**Floorplan with the power grid**

Pins as bars on the die edge. Tap cells in gray.
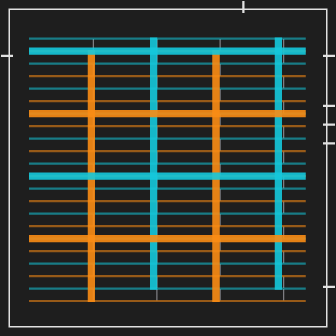
**Cells colored by class**

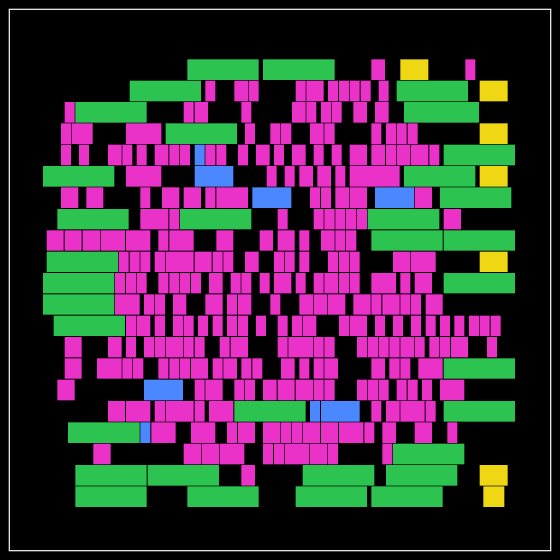
**Routed clock nets over the placement**

The bar under the picture is 20 microns long.
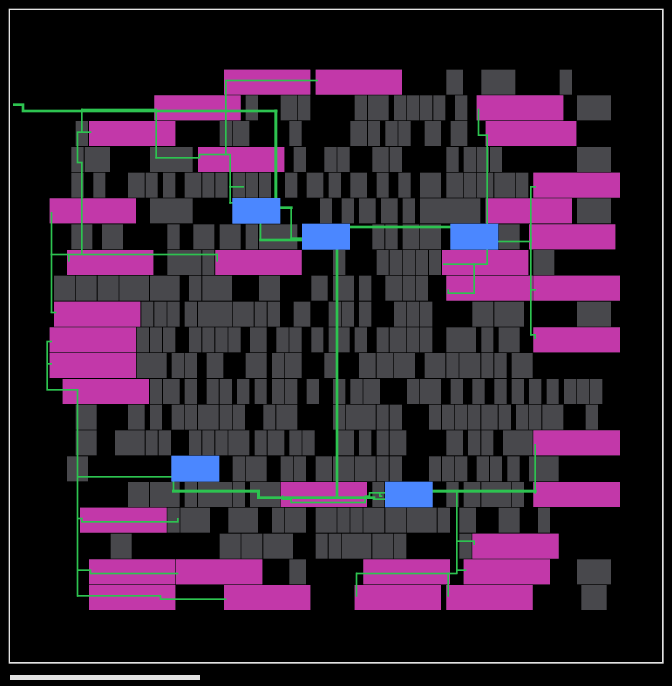
**Routed metal, one color a layer**

The bar under the picture is 20 microns long.
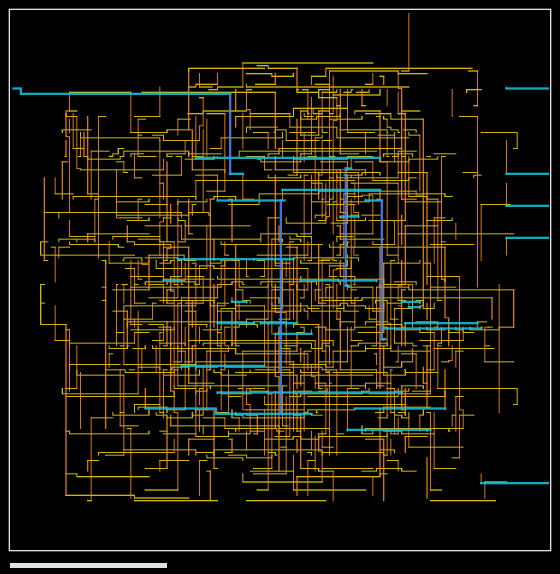
`src/rtl/classificador_botao_pkg.sv`:
```
// Shared types and default timing for the button gesture classifier.
// State encoding, default tick counts and a small max helper.
package classificador_botao_pkg;

    localparam logic [2:0] ST_OCIOSO = 3'd0;
    localparam logic [2:0] ST_PRESS1 = 3'd1;
    localparam logic [2:0] ST_ESPERA = 3'd2;
    localparam logic [2:0] ST_PRESS2 = 3'd3;
    localparam logic [2:0] ST_LONGO  = 3'd4;

    typedef enum logic [2:0] {
        OCIOSO = ST_OCIOSO,
        PRESS1 = ST_PRESS1,
        ESPERA = ST_ESPERA,
        PRESS2 = ST_PRESS2,
        LONGO  = ST_LONGO
    } estado_t;

    localparam int CNT_W_PAD    = 26;
    localparam int T_LONGO_PAD  = 25_000_000;
    localparam int T_DUPLO_PAD  = 10_000_000;
    localparam int T_REPETE_PAD = 5_000_000;

    function automatic int max3(input int a, input int b, input int c);
        int m;
        m = (a > b) ? a : b;
        return (m > c) ? m : c;
    endfunction

endpackage

```
`src/rtl/classificador_botao_contador.sv`:
```
// contador_janela: saturating up-counter with sync clear / load-one.
// Ports: clk, rst_n, clr, carga1 in; fim_longo, fim_duplo (and
// fim_repete with CLASSIFICADOR_BOTAO_REPETE_EN) compare flags out.
module contador_janela #(
    parameter int CNT_W      = 26,
    parameter int LIM_LONGO  = 24_999_999,
    parameter int LIM_DUPLO  = 9_999_999,
`ifdef CLASSIFICADOR_BOTAO_REPETE_EN
    parameter int LIM_REPETE = 4_999_999,
`endif
    parameter int LIM_SAT    = 25_000_000
) (
    input  logic clk,
    input  logic rst_n,
    input  logic clr,
    input  logic carga1,
`ifdef CLASSIFICADOR_BOTAO_REPETE_EN
    output logic fim_repete,
`endif
    output logic fim_longo,
    output logic fim_duplo
);

    localparam logic [CNT_W-1:0] SAT = CNT_W'(LIM_SAT);
    localparam logic [CNT_W-1:0] LL  = CNT_W'(LIM_LONGO);
    localparam logic [CNT_W-1:0] LD  = CNT_W'(LIM_DUPLO);

    logic [CNT_W-1:0] cnt_q;
    logic [CNT_W-1:0] cnt_d;

    // Counting stops above the largest compare point, so it never wraps.
    always_comb begin
        cnt_d = cnt_q;
        if (clr) begin
            cnt_d = '0;
        end else if (carga1) begin
            cnt_d = CNT_W'(1);
        end else if (cnt_q != SAT) begin
            cnt_d = cnt_q + CNT_W'(1);
        end
    end

    always_ff @(posedge clk or negedge rst_n) begin
        if (!rst_n) begin
            cnt_q <= '0;
        end else begin
            cnt_q <= cnt_d;
        end
    end

    assign fim_longo = (cnt_q == LL);
    assign fim_duplo = (cnt_q == LD);
`ifdef CLASSIFICADOR_BOTAO_REPETE_EN
    assign fim_repete = (cnt_q == CNT_W'(LIM_REPETE));
`endif

endmodule

```
`src/rtl/classificador_botao.sv`:
```
// Classifies a debounced button into short/long/double one-cycle events.
// Ports: clk, rst_n, b_in in; ev_curto, ev_longo, ev_duplo, ocupado out.
// Option CLASSIFICADOR_BOTAO_REPETE_EN: auto-repeat ev_longo while held.
module classificador_botao
    import classificador_botao_pkg::*;
#(
    parameter int CNT_W    = CNT_W_PAD,
    parameter int T_LONGO  = T_LONGO_PAD,
    parameter int T_DUPLO  = T_DUPLO_PAD,
    parameter int T_REPETE = T_REPETE_PAD
) (
    input  logic clk,
    input  logic rst_n,
    input  logic b_in,
    output logic ev_curto,
    output logic ev_longo,
    output logic ev_duplo,
    output logic ocupado
);

    estado_t state_q, state_d;
    logic    b_prev_q;
    logic    ev_curto_q, ev_curto_d;
    logic    ev_longo_q, ev_longo_d;
    logic    ev_duplo_q, ev_duplo_d;
    logic    ocupado_q;
    logic    clr, carga1;
    logic    fim_longo, fim_duplo;
    logic    sobe;

`ifdef CLASSIFICADOR_BOTAO_REPETE_EN
    logic rep_ok_q, rep_ok_d;
    logic fim_repete;
`endif

    assign sobe = b_in && !b_prev_q;

    contador_janela #(
        .CNT_W      (CNT_W),
        .LIM_LONGO  (T_LONGO - 1),
        .LIM_DUPLO  (T_DUPLO - 1),
`ifdef CLASSIFICADOR_BOTAO_REPETE_EN
        .LIM_REPETE (T_REPETE - 1),
`endif
        .LIM_SAT    (max3(T_LONGO, T_DUPLO, T_REPETE))
    ) u_cnt (
        .clk        (clk),
        .rst_n      (rst_n),
        .clr        (clr),
        .carga1     (carga1),
`ifdef CLASSIFICADOR_BOTAO_REPETE_EN
        .fim_repete (fim_repete),
`endif
        .fim_longo  (fim_longo),
        .fim_duplo  (fim_duplo)
    );

    // Press phases count their opening edge sample, so the counter
    // loads 1 there; a long press fires on its T_LONGO-th high sample.
    always_comb begin
        state_d    = state_q;
        ev_curto_d = 1'b0;
        ev_longo_d = 1'b0;
        ev_duplo_d = 1'b0;
        clr        = 1'b0;
        carga1     = 1'b0;
`ifdef CLASSIFICADOR_BOTAO_REPETE_EN
        rep_ok_d   = rep_ok_q;
`endif
        unique case (state_q)
            OCIOSO: begin
                if (sobe) begin
                    state_d = PRESS1;
                    carga1  = 1'b1;
                end
            end
            PRESS1: begin
                if (!b_in) begin
                    state_d = ESPERA;
                    clr     = 1'b1;
                end else if (fim_longo) begin
                    state_d    = LONGO;
                    ev_longo_d = 1'b1;
                    clr        = 1'b1;
`ifdef CLASSIFICADOR_BOTAO_REPETE_EN
                    rep_ok_d   = 1'b1;
`endif
                end
            end
            ESPERA: begin
                if (b_in) begin
                    state_d = PRESS2;
                    carga1  = 1'b1;
                end else if (fim_duplo) begin
                    state_d    = OCIOSO;
                    ev_curto_d = 1'b1;
                    clr        = 1'b1;
                end
            end
            PRESS2: begin
                if (!b_in) begin
                    state_d    = OCIOSO;
                    ev_duplo_d = 1'b1;
                    clr        = 1'b1;
                end else if (fim_longo) begin
                    state_d    = LONGO;
                    ev_duplo_d = 1'b1;
                    clr        = 1'b1;
`ifdef CLASSIFICADOR_BOTAO_REPETE_EN
                    rep_ok_d   = 1'b0;
`endif
                end
            end
            LONGO: begin
                if (!b_in) begin
                    state_d = OCIOSO;
                    clr     = 1'b1;
`ifdef CLASSIFICADOR_BOTAO_REPETE_EN
                end else if (rep_ok_q && fim_repete) begin
                    // Restart the window so ticks are T_REPETE apart.
                    ev_longo_d = 1'b1;
                    clr        = 1'b1;
`endif
                end
            end
            default: begin
                state_d = OCIOSO;
                clr     = 1'b1;
            end
        endcase
    end

    always_ff @(posedge clk or negedge rst_n) begin
        if (!rst_n) begin
            state_q    <= OCIOSO;
            b_prev_q   <= 1'b1;
            ev_curto_q <= 1'b0;
            ev_longo_q <= 1'b0;
            ev_duplo_q <= 1'b0;
            ocupado_q  <= 1'b0;
        end else begin
            state_q    <= state_d;
            b_prev_q   <= b_in;
            ev_curto_q <= ev_curto_d;
            ev_longo_q <= ev_longo_d;
            ev_duplo_q <= ev_duplo_d;
            ocupado_q  <= (state_d != OCIOSO);
        end
    end

`ifdef CLASSIFICADOR_BOTAO_REPETE_EN
    always_ff @(posedge clk or negedge rst_n) begin
        if (!rst_n) begin
            rep_ok_q <= 1'b0;
        end else begin
            rep_ok_q <= rep_ok_d;
        end
    end
`endif

    assign ev_curto = ev_curto_q;
    assign ev_longo = ev_longo_q;
    assign ev_duplo = ev_duplo_q;
    assign ocupado  = ocupado_q;

endmodule

```
`config.mk`:
```
export PLATFORM = sky130hd
export DESIGN_NAME = classificador_botao
export DESIGN_NICKNAME = d
export VERILOG_FILES = /design/src/rtl/classificador_botao_pkg.sv /design/src/rtl/classificador_botao_contador.sv /design/src/rtl/classificador_botao.sv
export SDC_FILE = /design/constraint.sdc
export NUM_CORES = 1
export LEC_CHECK = 0
export ABC_AREA = 1
export CAP_MARGIN = 25
export CORE_MARGIN = 4
export CORE_UTILIZATION = 60
export CTS_CLUSTER_DIAMETER = 40
export CTS_CLUSTER_SIZE = 30
export DETAILED_ROUTE_END_ITERATION = 6
export PLACE_DENSITY = 0.84
export SYNTH_ARGS = -nofsm -noshare
export SYNTH_HDL_FRONTEND = slang
export SYNTH_SLANG_ARGS = --single-unit
```
`constraint.sdc`:
```
create_clock -name clk -period 5.4 [get_ports clk]
set_clock_uncertainty 0.15 [all_clocks]
set_input_delay 1.08 -clock clk [delete_from_list [all_inputs] [get_ports clk]]
set_output_delay 1.08 -clock clk [all_outputs]
set_load 0.02 [all_outputs]
```
==> impl_metrics.toml <==
# flow metrics
[outcome]
status = "finished, final reports clean"

[drt]
ant_nets = 0
routed-wl-met2_mm = 1.98
dr.pass1.iters = 5

[power]
p_int_uw = 439
switching_share_pct = 36.3
p_leak_nw = 1.05
power.switching_uw = 250

[clock_network]
post_cts_buffers = 0
clk-insertion-delay-late_ps = 290
clkTransAtPathRegs_ps = 70
cts_sinks = 34
cts_root_buf = "clkbuf_8"

[layout]
seq_area_sq_um = 852
largest_register_ffs = 26

[floorplanning]
core_sq_mm = 0.00344
design.die.area_sq_mm = 0.00473
die_y_microns = 68.8
dieWidth_microns = 68.8

[setup_path]
timing.rr.start = "u_cnt.cnt_q[0]$_DFFE_PN0P_"
cp-startpoint = "b_in"
cp_data_required_time_ps = 5400
criticalPathCategory = "primary input to flip-flop"

[timing]
finalClockPeriodUsage_pct = 51.5
relSlewSlack_pct = 72.4
setup_viol = 0
slew_viol_final = 0
tightest_slew_ps = 414

[global_routing]
use_met2_pct = 33.6
grt_max_degree = 35
grt_overflow_total = 0

[yosys]
top_cell_area_share_pct = 37.2
synth_cells = 309
synthArstFlopShare_pct = 100
synth_stat.cells = 309
yosys-stat-area_sq_mm = 0.00222
synth_cell_types = 25
synth-edff-count = 0
top_area_cell = "dfrtp_1"
ys.flop_type = "dfrtp_1"

[placement]
dp_hpwl_mm = 3.51

[run]
drv_cap = 0
About 'floorplan with the power grid':
color	net
cyan	VDD
orange	VSS
met4 straps	4
rows	21
signal pins	7

About 'cells colored by class':
color	class	cells	share of their area
blue	clock drivers and dummy loads	8	3.4%
magenta	combinational and other logic	272	57%
green	flops	34	37%
yellow	other buffers and delay cells	7	2.9%

About 'routed clock nets over the placement':
[magenta] flip-flops | count: 34
[green] clock wires | length: 419 microns
[blue] clock drivers | count: 5
routed clock nets	6
flops lie	widely spread

About 'routed metal, one color a layer':
color	layer	wire length
orange	metal 2	1980 microns
blue	metal 4	70.0 microns
yellow	metal 1	2260 microns
cyan	metal 3	255 microns
Post-Route WL: 4.56 mm
DR vias: 1879
Tot GR Track Use: 22.0%
Routed WL per cell: 12.4 microns

## worst max-delay path, stage by stage
cell and delay [ps]:
clkdlybuf4s50_1 660, inv_1 160, o21ai_0 290, inv_1 160, nand3_4 350, nor2_1 80
## stage by stage
step                      hold WS (ps)  power (mW)  setup slack, ps  util, %  cells
after global placement             377       0.516             2420     67.1    359
after CTS                          399       0.694             2630     69.4    367
after global routing               428       0.741             2500     69.4    367
after detailed placement           375       0.519             2330     67.1    359
final                              398       0.690             2620     69.4    367
after floorplan                    324       0.491             3330        -    309
## final timing paths
path	slack, ps	depth (start not counted)	to
worst max register to register	3280	10	u_cnt.cnt_q[18]$_DFFE_PN0P_
min in group asynchronous	1050	2	u_cnt.cnt_q[5]$_DFFE_PN0P_
worst min register to register	400	1	ev_longo$_DFF_PN0_
max in group asynchronous	3720	2	b_prev_q$_DFF_PN1_
worst max-delay path	2620	6	u_cnt.cnt_q[18]$_DFFE_PN0P_
worst min-delay path	400	1	ev_longo$_DFF_PN0_
## power by group through the flow
stage / Clock, mW / Combinational [mW] / Sequential (mW)
finish: 0.178 / 0.205 / 0.307
global route: 0.195 / 0.236 / 0.310
CTS: 0.179 / 0.209 / 0.306
detailed placement: 0 / 0.207 / 0.311
global placement: 0 / 0.205 / 0.310
floorplan: 0 / 0.179 / 0.313
## layout make-up
type	instances	share of cell area, %
timing repair buffer	7	2.83
tap	46	2.41
multi-input combinational	225	48.3
inverter	47	7.44
sequential	34	35.7
clock buffer	8	3.35
## cells by family (layout without fill, tap and decap cells)
group,Yosys count,in the layout,synth area share (%)
AND/OR/NAND/NOR,198,198,42.2
AND-OR/OR-AND,7,7,1.58
XOR/XNOR,18,18,7.11
buffers and inverters,50,62,9.59
flip-flops,34,34,38.4
adder cells (fa/ha/maj),2,2,1.13
Power figures rest on the tool's default switching activity, not on a simulated workload.
